===== config.mk =====
export PLATFORM = sky130hd
export DESIGN_NAME = pipe_stage_skid
export DESIGN_NICKNAME = d
export VERILOG_FILES = /design/src/rtl/pipe_pkg.sv /design/src/rtl/pipe_data_reg.sv /design/src/rtl/pipe_stage_skid.sv
export SDC_FILE = /design/constraint.sdc
export NUM_CORES = 1
export LEC_CHECK = 0
export ABC_AREA = 0
export CAP_MARGIN = 40
export CORE_ASPECT_RATIO = 1.5
export CORE_MARGIN = 3
export CORE_UTILIZATION = 47
export CTS_CLUSTER_SIZE = 25
export DETAILED_ROUTE_END_ITERATION = 10
export PLACE_DENSITY_LB_ADDON = 0.08
export SLEW_MARGIN = 20
export SYNTH_ARGS = -nofsm -noshare
export SYNTH_HDL_FRONTEND = slang
export SYNTH_SLANG_ARGS = --single-unit

===== constraint.sdc =====
create_clock -name clk -period 10.1 [get_ports clk]
set_input_delay 1.01 -clock clk [delete_from_list [all_inputs] [get_ports clk]]
set_output_delay 1.01 -clock clk [all_outputs]
set_load 0.01 [all_outputs]

===== src/rtl/pipe_pkg.sv =====
// pipe_pkg: occupancy states, per-stage payload layouts and bubble encodings shared by the pipeline registers
package pipe_pkg;

    // Occupancy of a skid stage doubles as its state encoding
    typedef enum logic [1:0] {
        OCC_EMPTY = 2'd0,
        OCC_ONE   = 2'd1,
        OCC_FULL  = 2'd2
    } occ_e;

    localparam int XLEN    = 32;
    localparam int ICODE_W = 6;

    // The MIPS nop is sll $0,$0,0, which encodes as all zeros
    localparam logic [XLEN-1:0]    NOP_INSTR = 32'h0000_0000;
    localparam logic [ICODE_W-1:0] ICODE_NOP = 6'd0;

    // ID/EX payload: {icode, imm, rt_val, rs_val, instr, pc}
    localparam int ID_EX_PC_LSB    = 0;
    localparam int ID_EX_INSTR_LSB = ID_EX_PC_LSB + XLEN;
    localparam int ID_EX_RS_LSB    = ID_EX_INSTR_LSB + XLEN;
    localparam int ID_EX_RT_LSB    = ID_EX_RS_LSB + XLEN;
    localparam int ID_EX_IMM_LSB   = ID_EX_RT_LSB + XLEN;
    localparam int ID_EX_ICODE_LSB = ID_EX_IMM_LSB + XLEN;
    localparam int ID_EX_W         = ID_EX_ICODE_LSB + ICODE_W;

    // EX/MEM payload: {icode, store_val, alu_out, pc}
    localparam int EX_MEM_PC_LSB    = 0;
    localparam int EX_MEM_ALU_LSB   = EX_MEM_PC_LSB + XLEN;
    localparam int EX_MEM_STORE_LSB = EX_MEM_ALU_LSB + XLEN;
    localparam int EX_MEM_ICODE_LSB = EX_MEM_STORE_LSB + XLEN;
    localparam int EX_MEM_W         = EX_MEM_ICODE_LSB + ICODE_W;

    // MEM/WB payload: {icode, result, pc}
    localparam int MEM_WB_PC_LSB    = 0;
    localparam int MEM_WB_RES_LSB   = MEM_WB_PC_LSB + XLEN;
    localparam int MEM_WB_ICODE_LSB = MEM_WB_RES_LSB + XLEN;
    localparam int MEM_WB_W         = MEM_WB_ICODE_LSB + ICODE_W;

    // Bubble payloads: nop instruction and icode, PC and operand fields zero
    function automatic logic [ID_EX_W-1:0] id_ex_bubble();
        logic [ID_EX_W-1:0] b;
        b = '0;
        b[ID_EX_INSTR_LSB +: XLEN]    = NOP_INSTR;
        b[ID_EX_ICODE_LSB +: ICODE_W] = ICODE_NOP;
        return b;
    endfunction

    function automatic logic [EX_MEM_W-1:0] ex_mem_bubble();
        logic [EX_MEM_W-1:0] b;
        b = '0;
        b[EX_MEM_ICODE_LSB +: ICODE_W] = ICODE_NOP;
        return b;
    endfunction

    function automatic logic [MEM_WB_W-1:0] mem_wb_bubble();
        logic [MEM_WB_W-1:0] b;
        b = '0;
        b[MEM_WB_ICODE_LSB +: ICODE_W] = ICODE_NOP;
        return b;
    endfunction

endpackage


===== src/rtl/pipe_data_reg.sv =====
// pipe_data_reg: enable register with async reset-to-constant and synchronous clear to the same constant
module pipe_data_reg #(
    parameter int              DATA_W  = 166,
    parameter logic [DATA_W-1:0] RST_VAL = '0
) (
    input  logic              clk,
    input  logic              reset,
    input  logic              en,
    input  logic              clr,
    input  logic [DATA_W-1:0] d,
    output logic [DATA_W-1:0] q
);

    logic [DATA_W-1:0] data_q, data_d;

    // Clear beats load so a flush always leaves the reset constant behind
    always_comb begin
        data_d = clr ? RST_VAL : (en ? d : data_q);
    end

    // Storage flop, forced to the constant immediately on reset
    always_ff @(posedge clk or posedge reset) begin
        if (reset) data_q <= RST_VAL;
        else       data_q <= data_d;
    end

    assign q = data_q;

endmodule


===== src/rtl/pipe_stage_skid.sv =====
// pipe_stage_skid: valid/ready pipeline register with a two-entry skid buffer and synchronous flush
module pipe_stage_skid
    import pipe_pkg::*;
#(
    parameter int                DATA_W      = 166,
    parameter logic [DATA_W-1:0] BUBBLE_DATA = {DATA_W{1'b0}}
) (
    input  logic              clk,
    input  logic              reset,
    input  logic              flush,
    input  logic              in_valid,
    output logic              in_ready,
    input  logic [DATA_W-1:0] in_data,
    output logic              out_valid,
    input  logic              out_ready,
    output logic [DATA_W-1:0] out_data,
    output logic [1:0]        occupancy
);

    occ_e              state_q, state_d;
    logic              in_fire, out_fire;
    logic              main_en, main_clr, main_from_skid, skid_en;
    logic [DATA_W-1:0] main_d, skid_q;

    // Handshake flags come straight from the state flop, so out_ready never reaches in_ready
    assign in_ready  = (state_q != OCC_FULL);
    assign out_valid = (state_q != OCC_EMPTY);
    assign occupancy = state_q;
    assign in_fire   = in_valid & in_ready;
    assign out_fire  = out_valid & out_ready;
    assign main_d    = main_from_skid ? skid_q : in_data;

    // Next state and register steering; flush overrides everything and empties the stage
    always_comb begin
        state_d        = state_q;
        main_en        = 1'b0;
        main_clr       = 1'b0;
        main_from_skid = 1'b0;
        skid_en        = 1'b0;
        if (flush) begin
            state_d  = OCC_EMPTY;
            main_clr = 1'b1;
        end else begin
            case (state_q)
                OCC_EMPTY: begin
                    state_d = in_fire ? OCC_ONE : OCC_EMPTY;
                    main_en = in_fire;
                end
                OCC_ONE: begin
                    state_d  = (in_fire && !out_fire) ? OCC_FULL :
                               (!in_fire && out_fire) ? OCC_EMPTY : OCC_ONE;
                    main_en  = in_fire & out_fire;
                    skid_en  = in_fire & ~out_fire;
                    main_clr = ~in_fire & out_fire;
                end
                OCC_FULL: begin
                    state_d        = out_fire ? OCC_ONE : OCC_FULL;
                    main_en        = out_fire;
                    main_from_skid = 1'b1;
                end
                default: begin
                    state_d  = OCC_EMPTY;
                    main_clr = 1'b1;
                end
            endcase
        end
    end

    // State register; reset empties the stage at once
    always_ff @(posedge clk or posedge reset) begin
        if (reset) state_q <= OCC_EMPTY;
        else       state_q <= state_d;
    end

    pipe_data_reg #(
        .DATA_W (DATA_W),
        .RST_VAL(BUBBLE_DATA)
    ) u_main (
        .clk  (clk),
        .reset(reset),
        .en   (main_en),
        .clr  (main_clr),
        .d    (main_d),
        .q    (out_data)
    );

    pipe_data_reg #(
        .DATA_W (DATA_W),
        .RST_VAL(BUBBLE_DATA)
    ) u_skid (
        .clk  (clk),
        .reset(reset),
        .en   (skid_en),
        .clr  (1'b0),
        .d    (in_data),
        .q    (skid_q)
    );

endmodule


Metal 1:
Scale bar: 50 µm. Cells faint in the background.
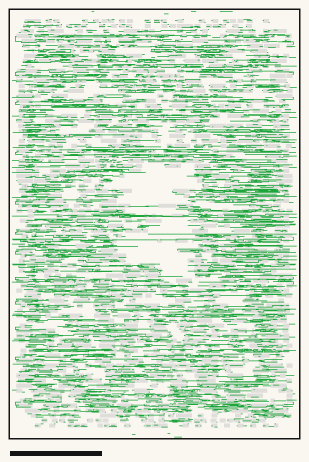
The wires run mostly horizontal. The layer holds 42% of the routed length.
Routed WL: 43300 µm
Global Route met1 Usage: 30.3%
via count: 10900

Metal 2:
Scale bar: 50 µm. Cells faint in the background.
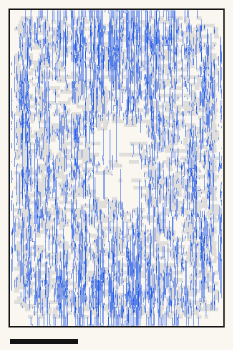
1469 nets have wire on it. The longest straight run is 76.3 µm. The layer holds 49% of the routed length. The layer carries 21.4 mm of wire.
met2 usage: 38.2%

Met3 routing:
Scale bar: 50 µm. Cells faint in the background.
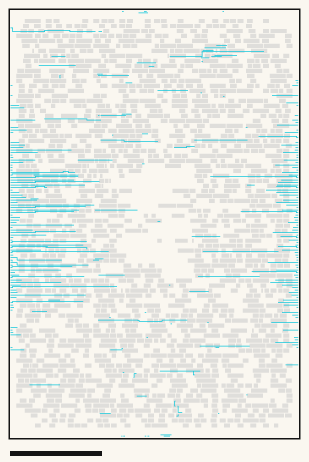
The longest straight run is 56.8 µm. The wires run mostly horizontal. The layer holds 6.0% of the routed length. The layer carries 2600 µm of wire.
GR Layer Usage met3: 5.67%

==> job_summary.md <==
### Yosys + OpenROAD results

| Metric | Value |
|---|---|
| Power share of the clock group | 32.7% |
| Setup skew after layout | 0.0100 ns |
| Logic gate share of total power | 21.0% |
| H-tree levels | 2 |
| Final period util | 43.6% |
| R2R depth | 10 |
| Hold Buf Count CTS | 0 |
| Sw Share | 26.6% |
| Core Footprint | 33700 µm² |
| FF-to-FF setup slack | 5.70 ns |
| Final ANT Viol Nets | 0 |
| CTS tree | yes |
| Deepest clock path buffer count | 3 |
| Flops after synth | 334 |
| Setup violators final | 0 |
| CP dominant cell by count | buf_16 |
| P per Cell Area | 184 nW/µm² |
| Min Clock Period, post-route | 4.40 ns |
| Status | completed |
| Worst vdd rail ir drop | 141 µV |
| First-iteration detailed-routing DRC count | 559 |
| Antenna violations before repair | 5 |
| Slew at the pin with the worst max-slew slack | 1.00 ns |
| Routability congestion estimate | 0.771 |
| Largest stage delay, worst path | 0.71 ns |
| Die height | 233 µm |
| TritonCTS buffer count | 35 |
| TritonRoute pass-1 iters | 4 |
| Seq share, synth | 51.7% |
| Placed cell area | 19700 µm² |
| Critical path destination | u_main.q[163] |
| Hold Violations, Final | 0 |
| Crit Path Max Fanout | 46 |
| Clk latency late pin | 0.51 ns |
| Die Size | 36700 µm² |
| Top cell area share | 51.7% |
| Worst hold slack | 0.484 ns |
| Total negative slack | 0 ns |
| Synth Instances | 1153 |
| Post-Syn Nets | 1327 |
| Pre-Place Util | 48.0% |
| Max Freq | 0.227 GHz |
| Most frequent cells in the layout | 340 x clkdlybuf4s50_1, 334 x dfrtp_1, 170 x a211oi_1 |
| Die Wd | 157 µm |
| Vias in the first global route | 11700 |
| Post-CTS setup buffers | 0 |
| Overflow after GRT | 0 |
| Synth-to-Final Area Change | 29.6% |
| Crit-path slowest cell | nand2b_4 |
| P_int | 0.00283 W |
| Log Warnings | 37 |
| Pleak | 9.22 nW |
| Clock Pin Slew Worst Setup and Hold Paths | 0.06 ns |
| Mean Syn Cell Area | 14.0 µm² |
| Pins Over Slew Limit | 0 |
| RSZ-0062 raised after global routing | false |
| End of the worst register-to-register path | u_main.q[163] |
| DP HPWL | 26700 µm |
| Final instance area | 21000 µm² |
| Buffers on Ports | 340 |
| Rows | 82 |
| NumNets Final | 1604 |
| Netlist cell types | 26 |
| Residual DRC count | 0 |
| Vias per inst | 5.83 |
| Top cell excl fill/tap | clkdlybuf4s50_1 |
| I/O pin count | 341 |
| Post-CTS Resized | 0 |
| Max-slew headroom | 33.4% |
| Worst setup SP type | flip-flop |
| Flop pwr share | 46.3% |
| Share of layout cells above drive strength 1 | 22.3% |
| Finished Layout Cells | 1875 |
| Top cells, area | dfrtp_1 52%, a211oi_2 12%, mux2i_1 10%, a211oi_1 7.9%, mux2_1 6.2% |
| Switching pwr | 0.00103 W |
| CP arrival | 4.75 ns |
| Total number of yosys warnings | 0 |
| Crit-path cells | nand2b_4 > and2_1 > ha_1 > and4bb_4 > buf_12 > a21o_4 > buf_16 > buf_4 > buf_16 > a211oi_1 |
| First-pass GRT wire length | 67900 µm |
| WP data required | 10.45 ns |
| Overall power | 0.00386 W |
| Ys cells | 1153 |
| Critical path startpoint | occupancy[0] |
| Clock Sink Count | 334 |
| Max-cap viol count | 0 |
Met4 routing:
Scale bar: 50 µm.
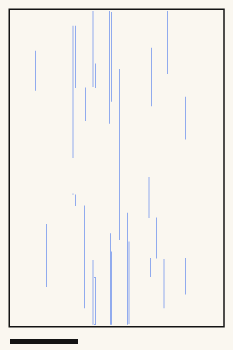
The layer holds 3.0% of the routed length. 19 nets have wire on it. The longest straight run is 126 µm. The layer carries 1280 µm of wire.

Congestion heat map:
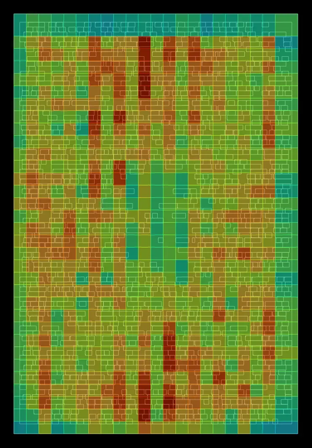
GRT Overall Usage: 23.2%
WL per Instance: 23.1 µm
gr busiest metal: met2

[power by group through the flow]
| stage | sequential, W | combinational, W | clock [W] |
|---|---|---|---|
| global placement | 0.00179 | 0.000786 | 0 |
| finish | 0.00179 | 0.000811 | 0.00126 |
| detailed placement | 0.00181 | 0.000816 | 0 |
| floorplan | 0.00180 | 0.000494 | 0 |
| global route | 0.00182 | 0.000880 | 0.00135 |
| CTS | 0.00179 | 0.000817 | 0.00130 |
[registers in the layout, summed over array words and instances (netlist names)]
name       flops
u_main.q     166
u_skid.q     166
occupancy      2
[layer usage]
layer	vias up	routed length (µm)	global-route usage, %
li1	4992	-	-
met1	5591	18000	30.3
met2	285	21400	38.2
met3	63	2600	5.67
met4	2	1280	7.54
met5	-	18	0
[stage by stage]
step	utilization, %	setup slack, ns
6_report	62.3	5.70
5_1_grt	62.3	5.46
4_1_cts	62.0	5.35
3_5_place_dp	58.7	5.22
3_3_place_gp	58.0	5.04
2_1_floorplan	-	4.63
[critical path: cells and delay by family, from the launching register on]
kind / cells / cell delay [ns]
buf+inv: 4 / 1.35
simple gates: 3 / 1.63
fa+ha+maj: 1 / 0.23
compound gates: 2 / 0.33
flops: 1 / 0.58
[cell type report]
type | count | area, µm²
clock buffers | 55 | 1070
diodes | 5 | 12.5
well taps | 420 | 526
inverters | 5 | 22.5
clock inverters | 2 | 35.0
multi-input cells | 686 | 7060
repair buffers | 368 | 3860
flip-flops and latches | 334 | 8360
fillers | 2645 | 12700
[kinds of logic after synthesis]
| family | Yosys count | share of synthesized area [%] |
|---|---|---|
| multiplexers | 334 | 22.0 |
| buffers and inverters | 133 | 4.89 |
| AND/OR/NAND/NOR | 13 | 0.588 |
| AND-OR/OR-AND | 336 | 20.6 |
| flip-flops | 334 | 51.7 |
| adder cells (fa/ha/maj) | 3 | 0.232 |
[how the worst min path moves through the flow]
stage                              from       endpoint  slack (ns)  cells past startpoint
final                     u_skid.q[152]  u_skid.q[152]        0.48                      1
after CTS                   u_skid.q[2]    u_skid.q[2]        0.49                      1
after floorplan           u_skid.q[132]  u_skid.q[132]        0.46                      1
after detailed placement   u_skid.q[80]   u_skid.q[80]        0.47                      1
after global routing      u_skid.q[139]  u_skid.q[139]        0.50                      1
after global placement     u_skid.q[90]   u_skid.q[90]        0.47                      1
[synthesized netlist by cell type, drive strengths merged]
library cell,instances
a211oi,330
ha,3
a2bb2oi,1
inv,5
or2,1
o21ai,1
nand2b,3
clkbuf,6
and4bb,1
and2,2
nor2,2
mux2i,166
or3b,2
mux2,168
nor3b,2
o31ai,2
a21o,2
buf,122
dfrtp,334
Power is estimated from default activity; no workload was simulated.
